$ cat src/rtl/axis_measure_mc.sv
// Inline multi-channel AXI-Stream measurer: zero-latency passthrough plus per-channel
// beat/packet/stall counters and last-beat capture, read out over AXI-Lite. Stall counters
// are built only when AXIS_MEASURE_STALL_EN is defined.
module axis_measure_mc #(
  parameter int unsigned NUM_CH        = 1,
  parameter int unsigned DATA_BYTES    = 64,
  parameter int unsigned CNT_WIDTH     = 64,
  parameter bit          START_ENABLED = 1'b0
) (
  input  logic                             ap_clk,
  input  logic                             ap_rst_n,
  input  logic                             s_axi_control_awvalid,
  output logic                             s_axi_control_awready,
  input  logic [15:0]                      s_axi_control_awaddr,
  input  logic                             s_axi_control_wvalid,
  output logic                             s_axi_control_wready,
  input  logic [31:0]                      s_axi_control_wdata,
  input  logic [3:0]                       s_axi_control_wstrb,
  output logic                             s_axi_control_bvalid,
  input  logic                             s_axi_control_bready,
  output logic [1:0]                       s_axi_control_bresp,
  input  logic                             s_axi_control_arvalid,
  output logic                             s_axi_control_arready,
  input  logic [15:0]                      s_axi_control_araddr,
  output logic                             s_axi_control_rvalid,
  input  logic                             s_axi_control_rready,
  output logic [31:0]                      s_axi_control_rdata,
  output logic [1:0]                       s_axi_control_rresp,
  input  logic [NUM_CH*DATA_BYTES*8-1:0]   instream_tdata,
  input  logic [NUM_CH-1:0]                instream_tvalid,
  input  logic [NUM_CH-1:0]                instream_tlast,
  output logic [NUM_CH-1:0]                instream_tready,
  output logic [NUM_CH*DATA_BYTES*8-1:0]   outstream_tdata,
  output logic [NUM_CH-1:0]                outstream_tvalid,
  output logic [NUM_CH-1:0]                outstream_tlast,
  input  logic [NUM_CH-1:0]                outstream_tready
);

  localparam int unsigned DW = DATA_BYTES * 8;
`ifdef AXIS_MEASURE_STALL_EN
  localparam logic STALL_PRESENT = 1'b1;
`else
  localparam logic STALL_PRESENT = 1'b0;
`endif
  localparam logic [31:0] STATUS_WORD = {7'b0, STALL_PRESENT, 16'(DATA_BYTES), 8'(NUM_CH)};

  logic                             run_q, run_d;
  logic [CNT_WIDTH-1:0]             cycles_q, cycles_d;
  logic [NUM_CH-1:0][CNT_WIDTH-1:0] beats_q, beats_d;
  logic [NUM_CH-1:0][CNT_WIDTH-1:0] pkts_q, pkts_d;
`ifdef AXIS_MEASURE_STALL_EN
  logic [NUM_CH-1:0][CNT_WIDTH-1:0] stalls_q, stalls_d;
`endif
  logic [NUM_CH-1:0][31:0]          last_q, last_d;
  logic [31:0]                      shadow_q, shadow_d;

  logic        aw_held_q, aw_held_d;
  logic [15:0] awaddr_q, awaddr_d;
  logic        w_held_q, w_held_d;
  logic [1:0]  wbits_q, wbits_d;
  logic        wstrb0_q, wstrb0_d;
  logic        bvalid_q, bvalid_d;
  logic        rvalid_q, rvalid_d;
  logic [31:0] rdata_q, rdata_d;

  logic        aw_hs, w_hs, ar_hs, do_write, ctrl_wr, clear;
  logic [31:0] rd_word, rd_hi;
  logic        rd_lo;
  logic [63:0] cyc64;
  logic        unused_wbits;

  function automatic logic [CNT_WIDTH-1:0] sat_inc(input logic [CNT_WIDTH-1:0] v, input logic en);
    return (en && (v != '1)) ? v + CNT_WIDTH'(1) : v;
  endfunction

  function automatic logic [63:0] ext64(input logic [CNT_WIDTH-1:0] v);
    logic [63:0] r;
    r = '0;
    r[CNT_WIDTH-1:0] = v;
    return r;
  endfunction

  assign outstream_tdata  = instream_tdata;
  assign outstream_tvalid = instream_tvalid;
  assign outstream_tlast  = instream_tlast;
  assign instream_tready  = outstream_tready;

  assign s_axi_control_awready = ~aw_held_q & ~bvalid_q;
  assign s_axi_control_wready  = ~w_held_q & ~bvalid_q;
  assign s_axi_control_bvalid  = bvalid_q;
  assign s_axi_control_bresp   = 2'b00;
  assign s_axi_control_arready = ~rvalid_q;
  assign s_axi_control_rvalid  = rvalid_q;
  assign s_axi_control_rdata   = rdata_q;
  assign s_axi_control_rresp   = 2'b00;

  assign unused_wbits = ^{s_axi_control_wdata[31:2], s_axi_control_wstrb[3:1]};

  // Write channel: AW and W latch independently; the commit happens once both are held.
  always_comb begin
    aw_hs    = s_axi_control_awvalid & s_axi_control_awready;
    w_hs     = s_axi_control_wvalid & s_axi_control_wready;
    do_write = aw_held_q & w_held_q;

    aw_held_d = do_write ? 1'b0 : (aw_hs ? 1'b1 : aw_held_q);
    w_held_d  = do_write ? 1'b0 : (w_hs ? 1'b1 : w_held_q);
    awaddr_d  = aw_hs ? s_axi_control_awaddr : awaddr_q;
    wbits_d   = w_hs ? s_axi_control_wdata[1:0] : wbits_q;
    wstrb0_d  = w_hs ? s_axi_control_wstrb[0] : wstrb0_q;

    if (do_write)
      bvalid_d = 1'b1;
    else if (bvalid_q && s_axi_control_bready)
      bvalid_d = 1'b0;
    else
      bvalid_d = bvalid_q;

    ctrl_wr = do_write && (awaddr_q == 16'h0000) && wstrb0_q;
    clear   = ctrl_wr & wbits_q[1];
    run_d   = ctrl_wr ? wbits_q[0] : run_q;
  end

  // Clear takes priority over any increment landing on the same edge.
  always_comb begin
    cycles_d = clear ? '0 : sat_inc(cycles_q, run_q);
    beats_d  = beats_q;
    pkts_d   = pkts_q;
`ifdef AXIS_MEASURE_STALL_EN
    stalls_d = stalls_q;
`endif
    last_d   = last_q;
    for (int unsigned c = 0; c < NUM_CH; c++) begin
      logic beat;
      beat = instream_tvalid[c] & outstream_tready[c];
      if (clear) begin
        beats_d[c] = '0;
        pkts_d[c]  = '0;
        last_d[c]  = '0;
`ifdef AXIS_MEASURE_STALL_EN
        stalls_d[c] = '0;
`endif
      end else begin
        beats_d[c] = sat_inc(beats_q[c], run_q & beat);
        pkts_d[c]  = sat_inc(pkts_q[c], run_q & beat & instream_tlast[c]);
`ifdef AXIS_MEASURE_STALL_EN
        stalls_d[c] = sat_inc(stalls_q[c], run_q & instream_tvalid[c] & ~outstream_tready[c]);
`endif
        if (run_q && beat)
          last_d[c] = instream_tdata[c*DW +: 32];
      end
    end
  end

  // Read decode: a lo-word read latches the matching hi word into the shared shadow.
  always_comb begin
    cyc64   = ext64(cycles_q);
    rd_word = 32'hDEAD_BEEF;
    rd_hi   = '0;
    rd_lo   = 1'b0;
    if (s_axi_control_araddr == 16'h0000) begin
      rd_word = {31'b0, run_q};
    end else if (s_axi_control_araddr == 16'h0004) begin
      rd_word = STATUS_WORD;
    end else if (s_axi_control_araddr == 16'h0008) begin
      rd_word = cyc64[31:0];
      rd_hi   = cyc64[63:32];
      rd_lo   = 1'b1;
    end else if (s_axi_control_araddr == 16'h000C) begin
      rd_word = shadow_q;
    end
    for (int unsigned c = 0; c < NUM_CH; c++) begin
      if (s_axi_control_araddr[15:5] == 11'(c + 2)) begin
        case (s_axi_control_araddr[4:0])
          5'h00: begin
            rd_word = ext64(beats_q[c])[31:0];
            rd_hi   = ext64(beats_q[c])[63:32];
            rd_lo   = 1'b1;
          end
          5'h04: rd_word = shadow_q;
          5'h08: begin
            rd_word = ext64(pkts_q[c])[31:0];
            rd_hi   = ext64(pkts_q[c])[63:32];
            rd_lo   = 1'b1;
          end
          5'h0C: rd_word = shadow_q;
`ifdef AXIS_MEASURE_STALL_EN
          5'h10: begin
            rd_word = ext64(stalls_q[c])[31:0];
            rd_hi   = ext64(stalls_q[c])[63:32];
            rd_lo   = 1'b1;
          end
          5'h14: rd_word = shadow_q;
`else
          5'h10: begin
            rd_word = '0;
            rd_lo   = 1'b1;
          end
          5'h14: rd_word = '0;
`endif
          5'h18: rd_word = last_q[c];
          default: rd_word = 32'hDEAD_BEEF;
        endcase
      end
    end

    ar_hs    = s_axi_control_arvalid & s_axi_control_arready;
    rdata_d  = ar_hs ? rd_word : rdata_q;
    shadow_d = (ar_hs && rd_lo) ? rd_hi : shadow_q;
    if (ar_hs)
      rvalid_d = 1'b1;
    else if (rvalid_q && s_axi_control_rready)
      rvalid_d = 1'b0;
    else
      rvalid_d = rvalid_q;
  end

  always_ff @(posedge ap_clk or negedge ap_rst_n) begin
    if (!ap_rst_n) begin
      run_q     <= START_ENABLED;
      cycles_q  <= '0;
      beats_q   <= '0;
      pkts_q    <= '0;
`ifdef AXIS_MEASURE_STALL_EN
      stalls_q  <= '0;
`endif
      last_q    <= '0;
      shadow_q  <= '0;
      aw_held_q <= 1'b0;
      awaddr_q  <= '0;
      w_held_q  <= 1'b0;
      wbits_q   <= '0;
      wstrb0_q  <= 1'b0;
      bvalid_q  <= 1'b0;
      rvalid_q  <= 1'b0;
      rdata_q   <= '0;
    end else begin
      run_q     <= run_d;
      cycles_q  <= cycles_d;
      beats_q   <= beats_d;
      pkts_q    <= pkts_d;
`ifdef AXIS_MEASURE_STALL_EN
      stalls_q  <= stalls_d;
`endif
      last_q    <= last_d;
      shadow_q  <= shadow_d;
      aw_held_q <= aw_held_d;
      awaddr_q  <= awaddr_d;
      w_held_q  <= w_held_d;
      wbits_q   <= wbits_d;
      wstrb0_q  <= wstrb0_d;
      bvalid_q  <= bvalid_d;
      rvalid_q  <= rvalid_d;
      rdata_q   <= rdata_d;
    end
  end

endmodule
$ cat config.mk
export PLATFORM = sky130hd
export DESIGN_NAME = axis_measure_mc
export DESIGN_NICKNAME = d
export VERILOG_FILES = /design/src/rtl/axis_measure_mc.sv
export SDC_FILE = /design/constraint.sdc
export NUM_CORES = 1
export LEC_CHECK = 0
export CORE_AREA = 2 2 445 447
export CTS_BUF_LIST = sky130_fd_sc_hd__clkbuf_8 sky130_fd_sc_hd__clkbuf_16
export CTS_CLUSTER_SIZE = 28
export DETAILED_ROUTE_END_ITERATION = 12
export DIE_AREA = 0 0 447 449
export HOLD_SLACK_MARGIN = 0.05
export SYNTH_ARGS = -nofsm -noshare
export SYNTH_HDL_FRONTEND = slang
export SYNTH_SLANG_ARGS = --single-unit
$ cat constraint.sdc
create_clock -name ap_clk -period 3 [get_ports ap_clk]
set_input_delay 0.6 -clock ap_clk [delete_from_list [all_inputs] [get_ports ap_clk]]
set_output_delay 0.6 -clock ap_clk [all_outputs]
set_load 0.005 [all_outputs]
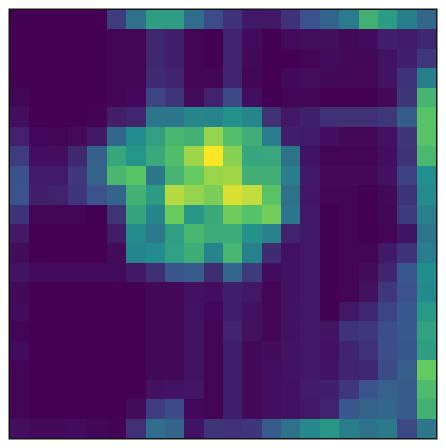
Fig. 1. Wiring heat map.
22 x 22 tiles, from dark purple (low) to yellow (high), scaled to the fullest tile. Values are wire area over tile area, all layers added.
The densest ninth of the die: centre. The fullest tile reaches 0.51. 30% of the tiles are nearly empty.
vias: 18000
drt total wl: 102 mm

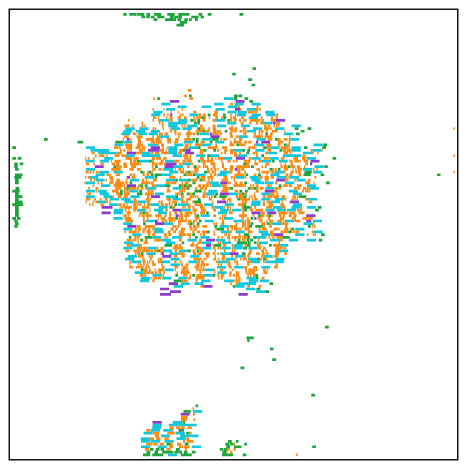
Fig. 2. Placement by cell class.
(1 px per micron)
Key: cyan = registers [cells 312, share of their area 37%]; purple = clock drivers and dummy loads [cells 59, share of their area 5.6%]; green = remaining buffers and delay cells [cells 320, share of their area 14%]; orange = remaining logic cells [cells 1535, share of their area 43%]

==> results.cfg <==
; physical design summary
[final_layout]
largest_cell_class = multi-input combinational cells
syn_to_final_growth_pct = 14.8
signal_buffers = 320
comb_share_pct = 37.1
logic_area_sq_um = 9110
final_layout_top_logic_cells = dfrtp_1, nand2_1, a21oi_1
logic_gates = 1503
regArea_sq_um = 7810

[outcome]
status = finished clean

[min_path]
hold_path_class = register to register
hold_depth = 2
hold_path_end = run_q$_DFFE_PN0P_

[setup_path]
cp.depth = 7
arrival_ns = 3.35
reg2reg_slack_ns = 0.14
reg2regPathDepth = 7
path_buffers = 1
cp-end-kind = register
slowest_stage = or4_1
crit_chain = nand4_2 -> or4_1 -> or4_1 -> a211o_1 -> buf_4 -> or3_1 -> a21oi_1
path_max_fanout = 6
path_delay_family = simple AND/OR/NAND/NOR gates

[synth]
synth-area-yosys_sq_um = 21400
common_cells = buf_4, dfrtp_1, nand2_1
ys_sh_simple_pct = 20.1
ys_sh_adder_pct = 0.176
synth.cell_area_sq_um = 21400
syn_inst = 2500
synth_top_area_share_pct = 36.5
postSynthSeqShare_pct = 36.5
area_leaders = dfrtp_1, buf_4, a21oi_1
syn_area_per_cell_sq_um = 8.55
ys_types = 67
most_common_cell = buf_4

[detailed_routing]
wire_per_inst_microns = 20.9
detailedRoute.firstIterationViolations = 2133
ant_nets = 0
drc = 0

[floorplan]
die_h_microns = 449
die_w_microns = 447
pin_count = 1146
chipArea_sq_um = 201000
fp-row-count = 163

[cts]
path_clk_slew_ns = 0.07
post_cts_buffers = 0
h-tree-depth = 2
cts_buffers = 35
clock-sinks = 312
clockBufferDepth = 3
cts-resized-gates = 0

[final_timing]
finalCriticalPeriod_ns = 2.86
worst_slack_ns = 0.144
worstMarginPinSlew_ns = 0.797
timing.final.hold_violations = 0
rsz0062_at_grt = no

[power_and_ir_drop]
vdd_drop_max_mv = 0.349
power.leakage_nw = 8.74
p_total_mw = 10.1

[global_routing]
grt_pass1_wl_mm = 139
antenna_found_initial = 5
grt-ovfl-total = 0

[place]
hpwl_mm = 82.3

[flow_run]
warning_count = 59
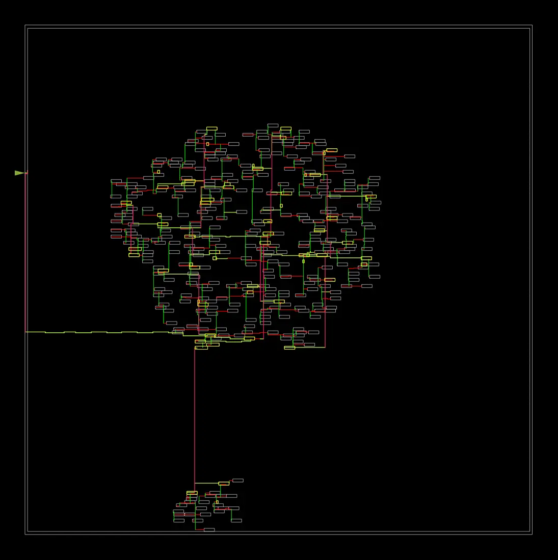
Fig. 3. The clock network.
flop count: 312
worst skew pair latency: 0.58 ns
final worst clock skew: 0.0344 ns

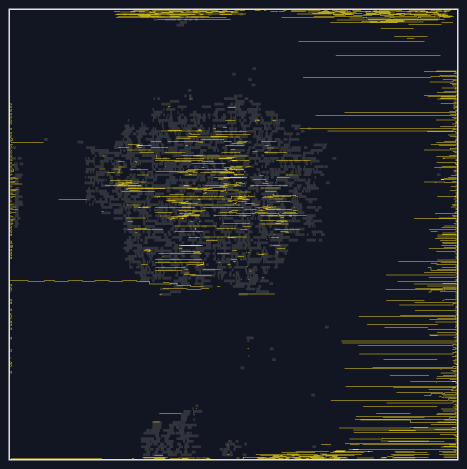
Fig. 4. The metal 3 layer.
(1 px per micron) Cells faint in the background.
The layer holds 14% of the routed length. 622 nets have wire on it. The longest straight run is 157 microns. The wires run mostly horizontal.

routing by layer:
metal,global-route usage (%),vias up,wire (microns)
li1,-,7793,-
met1,9.78,8761,32100
met2,16.2,1154,48800
met3,4.94,284,14600
met4,5.05,0,6130
met5,0.385,-,0
stage by stage:
stage	hold WS [ns]	utilization, %	area, sq um
global route	0.509	12.5	24600
CTS	0.493	12.5	24500
finish	0.481	12.5	24600
detailed placement	0.479	11.9	23300
global placement	0.468	11.9	23300
floorplan	0.304	-	21400
report_power, final:
group          total (mW)  switching (mW)  leakage (nW)  internal, mW
Combinational        1.02           0.505          4.11         0.513
Clock                4.58            1.94         0.608          2.65
Sequential           4.53           0.126          4.03          4.41
Total                10.1            2.57          8.74          7.57
No activity file was given, so power comes from the tool's default toggle rates.
